## config.mk

```make
export PLATFORM = sky130hd
export DESIGN_NAME = spi_upcounter_dp_flat
export DESIGN_NICKNAME = d
export VERILOG_FILES = /design/src/rtl/spi_upcounter_dp_if.sv /design/src/rtl/spi_upcounter_dp.sv /design/src/flat_wrapper.sv
export SDC_FILE = /design/constraint.sdc
export NUM_CORES = 1
export LEC_CHECK = 0
export CAP_MARGIN = 20
export CORE_MARGIN = 5
export CORE_UTILIZATION = 45
export CTS_CLUSTER_SIZE = 20
export DETAILED_ROUTE_END_ITERATION = 7
export HOLD_SLACK_MARGIN = 0.15
export PLACE_DENSITY = 0.65
export SYNTH_ARGS = -nofsm -noshare
export SYNTH_HDL_FRONTEND = slang
export SYNTH_SLANG_ARGS = --single-unit
```

## constraint.sdc

```tcl
create_clock -name clk -period 2.95 [get_ports clk]
set_input_delay 0.7375 -clock clk [delete_from_list [all_inputs] [get_ports clk]]
set_output_delay 0.7375 -clock clk [all_outputs]
set_load 0.02 [all_outputs]
```

## src/rtl/spi_upcounter_dp_if.sv

```systemverilog
// Byte-level handshake between the up-counter datapath and the SPI master byte transmitter.
// The datapath is the master: it offers bytes, the transmitter reports ready/done.
interface spi_upcounter_dp_if;
  logic       i_tx_ready;
  logic       i_tx_done;
  logic       o_tx_start;
  logic [7:0] o_tx_data;

  modport master (
    input  i_tx_ready,
    input  i_tx_done,
    output o_tx_start,
    output o_tx_data
  );

  modport slave (
    output i_tx_ready,
    output i_tx_done,
    input  o_tx_start,
    input  o_tx_data
  );
endinterface

```

## src/rtl/spi_upcounter_dp.sv

```systemverilog
// Prescaled wrapping up-counter that ships every new value to the SPI master as a
// two-byte frame (high byte first); changes made while a frame is in flight coalesce.
module spi_upcounter_dp #(
  parameter  int TICK_DIV  = 10_000_000,
  parameter  int COUNT_MAX = 9999,
  localparam int CNT_W     = $clog2(COUNT_MAX + 1)
) (
  input  logic                clk,
  input  logic                reset,
  input  logic                i_runstop,
  input  logic                i_clear,
  spi_upcounter_dp_if.master  tx,
  output logic [CNT_W-1:0]    o_count,
  output logic                o_busy
);

  localparam int PRE_W = $clog2(TICK_DIV);

  typedef enum logic [2:0] {
    IDLE,
    SEND_HI,
    WAIT_HI,
    SEND_LO,
    WAIT_LO
  } state_t;

  logic [PRE_W-1:0] pre_q;
  logic [CNT_W-1:0] count_q;
  logic             pending_q;
  logic             tick;
  logic             latch;
  logic [15:0]      count_ext;

  state_t           state_q, state_d;
  logic [7:0]       snap_lo_q, snap_lo_d;
  logic [7:0]       data_q, data_d;
  logic             start_q, start_d;

  assign tick      = i_runstop & ~i_clear & (pre_q == PRE_W'(TICK_DIV - 1));
  assign latch     = (state_q == IDLE) & pending_q;
  assign count_ext = 16'(count_q);

  // Clear beats a coincident tick; a stopped prescaler keeps its phase.
  always_ff @(posedge clk or posedge reset) begin
    if (reset) begin
      pre_q   <= '0;
      count_q <= '0;
    end else if (i_clear) begin
      pre_q   <= '0;
      count_q <= '0;
    end else if (i_runstop) begin
      if (tick) begin
        pre_q   <= '0;
        count_q <= (count_q == CNT_W'(COUNT_MAX)) ? '0 : count_q + CNT_W'(1);
      end else begin
        pre_q <= pre_q + PRE_W'(1);
      end
    end
  end

  // Set wins over the latch so a change in the latch cycle still earns a follow-up frame.
  always_ff @(posedge clk or posedge reset) begin
    if (reset) begin
      pending_q <= 1'b1;
    end else if (tick || i_clear) begin
      pending_q <= 1'b1;
    end else if (latch) begin
      pending_q <= 1'b0;
    end
  end

  always_ff @(posedge clk or posedge reset) begin
    if (reset) begin
      state_q   <= IDLE;
      snap_lo_q <= '0;
      data_q    <= '0;
      start_q   <= 1'b0;
    end else begin
      state_q   <= state_d;
      snap_lo_q <= snap_lo_d;
      data_q    <= data_d;
      start_q   <= start_d;
    end
  end

  always_comb begin
    state_d   = state_q;
    snap_lo_d = snap_lo_q;
    data_d    = data_q;
    start_d   = 1'b0;
    case (state_q)
      IDLE: begin
        if (pending_q) begin
          snap_lo_d = count_ext[7:0];
          data_d    = count_ext[15:8];
          state_d   = SEND_HI;
        end
      end
      SEND_HI: begin
        if (tx.i_tx_ready) begin
          start_d = 1'b1;
          state_d = WAIT_HI;
        end
      end
      WAIT_HI: begin
        if (tx.i_tx_done) begin
          data_d  = snap_lo_q;
          state_d = SEND_LO;
        end
      end
      SEND_LO: begin
        if (tx.i_tx_ready) begin
          start_d = 1'b1;
          state_d = WAIT_LO;
        end
      end
      WAIT_LO: begin
        if (tx.i_tx_done) begin
          state_d = IDLE;
        end
      end
      default: state_d = IDLE;
    endcase
  end

  assign tx.o_tx_start = start_q;
  assign tx.o_tx_data  = data_q;
  assign o_count       = count_q;
  assign o_busy        = (state_q != IDLE);

endmodule

```

## src/flat_wrapper.sv

```systemverilog
// flat-port wrapper written by rule: the top's interface ports become plain ports
module spi_upcounter_dp_flat 
#(
  parameter  int TICK_DIV  = 10_000_000,
  parameter  int COUNT_MAX = 9999,
  localparam int CNT_W     = $clog2(COUNT_MAX + 1)
)
  (clk, reset, i_runstop, i_clear, o_count, o_busy, tx_i_tx_ready, tx_i_tx_done, tx_o_tx_start, tx_o_tx_data);
  spi_upcounter_dp_if tx_i ();
  input  logic clk;
  input  logic reset;
  input  logic i_runstop;
  input  logic i_clear;
  output logic [CNT_W-1:0] o_count;
  output logic o_busy;
  input wire logic [$bits(tx_i.i_tx_ready)-1:0] tx_i_tx_ready;
  input wire logic [$bits(tx_i.i_tx_done)-1:0] tx_i_tx_done;
  output wire logic [$bits(tx_i.o_tx_start)-1:0] tx_o_tx_start;
  output wire logic [$bits(tx_i.o_tx_data)-1:0] tx_o_tx_data;
  assign tx_i.i_tx_ready = tx_i_tx_ready;
  assign tx_i.i_tx_done = tx_i_tx_done;
  assign tx_o_tx_start = tx_i.o_tx_start;
  assign tx_o_tx_data = tx_i.o_tx_data;
  spi_upcounter_dp #(.TICK_DIV(TICK_DIV), .COUNT_MAX(COUNT_MAX)) u_core (.clk(clk), .reset(reset), .i_runstop(i_runstop), .i_clear(i_clear), .tx(tx_i), .o_count(o_count), .o_busy(o_busy));
endmodule
```

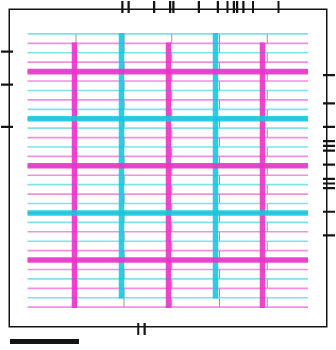
Fig. 1. Power grid.
Bar = 20 µm. Pins as bars on the die edge. Tap cells in grey.
Magenta marks VSS. Cyan marks VDD.
5 straps on met4. 5 straps on met5.
VDD IR max: 0.376 mV
area of the core: 6390 µm²

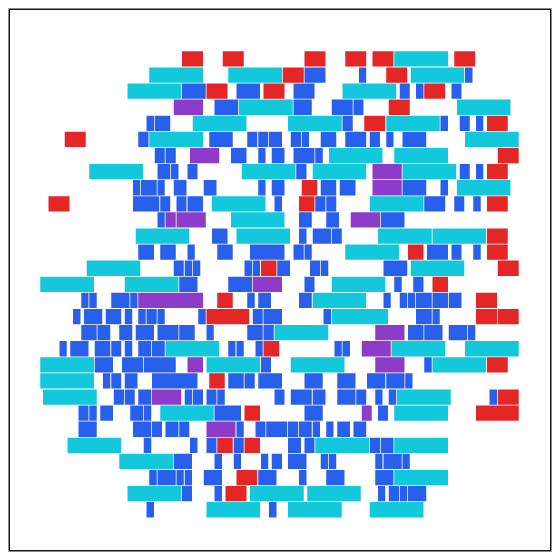
Fig. 2. Cells coloured by class.
Blue marks all other logic, cells 238. Purple marks clock drivers and dummy loads, cells 16. Cyan marks flip-flops, cells 59. Red marks other buffers and delay cells, cells 42.
# rows: 29
post-route cell area: 3650 µm²

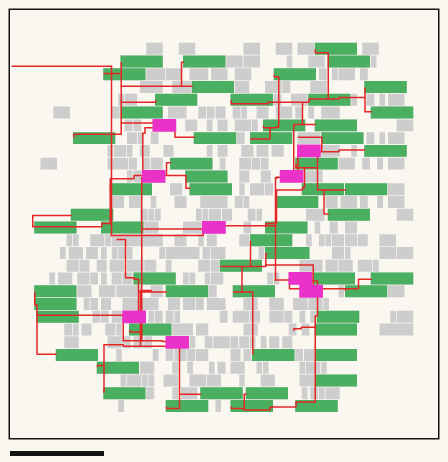
Fig. 3. Clock wires, drivers and flops.
Bar = 20 µm.
Green marks flip-flops, count 59. Magenta marks cells driving clock nets, count 9. Red marks clock wires, length 770 µm.
Position of the flops: spread over the die. There are 10 routed clock nets.
clk ins delay skew pair: 0.33 ns
clk_skew: 0.00865 ns
clock power share: 39.3%
Clk power: 0.766 mW

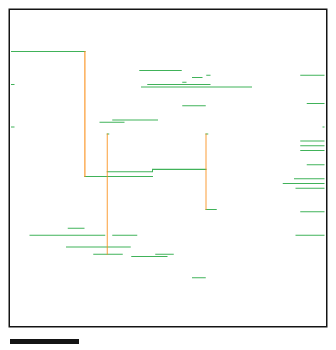
Fig. 4. Routed metal, one colour a layer.
Bar = 20 µm. Only two layers are drawn.
Green marks met3, wire length 325 µm. Orange marks met4, wire length 92.5 µm.
drt wl/cell: 15.2 µm
overall routing resource usage: 16.6%

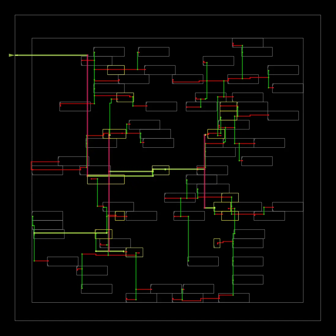
Fig. 5. The clock network.
Num CTS Buffers: 9
clock sink total: 59
Clock Buffer Count: 12

==> results.ini <==
[setup_path]
crit_family = simple AND/OR/NAND/NOR gates
crit_type = in -> reg
cp_num_buf_inv = 1
cp_slowest_stage_delay_ns = 0.62
required_ns = 3.16

[worst_hold_path]
worstHoldEndpoint = u_core.pending_q
hp-start = u_core.pending_q

[final_layout]
lay_top_count = dfrtp_1
drive_gt1_share_pct = 14.9
comb_cells = 231
regArea_um2 = 1480
largest_reg_flops = 24
post_layout_nonfiller_instances = 432
nets = 358
buf_share_pct = 11.3
flops = 59
nonClockBufferCount = 42
n_fill_cell = 566
top_register = u_core.pre_q
area_growth_pct = 22.9

[yosys]
common_cells = dfrtp_1 (58), nor2_1 (42), nand2_1 (34), nand3_1 (20), o21ai_0 (20)
edf_count = 0
yosysMostFrequentCell = dfrtp_1
post_synth.cell_area_avg_um2 = 9.70
ys_warn_count = 0
yosys.area.top_type_share_pct = 48.9
top_area_cell = dfrtp_1
ys_ff = 59
ff_type = dfrtp_1
synth_nets = 314
async_reset_ff_share_pct = 100
synthDistinctLibCells = 49

[timing]
timing.setup.tns_ns = 0
setup_viol = 0
worst_slack_ns = 0.308
whs_ns = 0.473
worstMarginPinSlew_ns = 0.759
max-slew-margin-rel_pct = 49.0
slew_violations = 0
final_hold_viol_count = 0
post-route-min-period_ns = 2.64

[run_status]
outcome = complete, no violations

[pwr]
seq_power_share_pct = 45.0
switchingPower_mw = 0.522
p_comb_share_pct = 15.6
seq-power_mw = 0.877
p_leak_nw = 1.59
sw_frac_of_total_pct = 26.8

[placed_design]
dp_hpwl_um = 4600
dp_slack_ns = -0.0158
gp_congestion = 0.859

[floorplanning]
io_pins = 30
fp.dieH_um = 91.2
die_area_um2 = 8320

[global_routing]
busiest_layer = met1
grt_max_degree = 60
grtUsageMet1_pct = 24.8
use_met3_pct = 4.21

[routing]
drc = 0
routed-wl-met3_um = 325
first_iter_violations = 166

[clock_tree]
ctsHoldBuffers = 0
cts_htree_levels = 3
cts_tree = done
cts_root_buf = clkbuf_8
cts_resized = 0
clk_pin_slew_ns = 0.06

[run]
tool_warnings = 26
drv_cap = 0

Power is estimated from default activity; no workload was simulated.
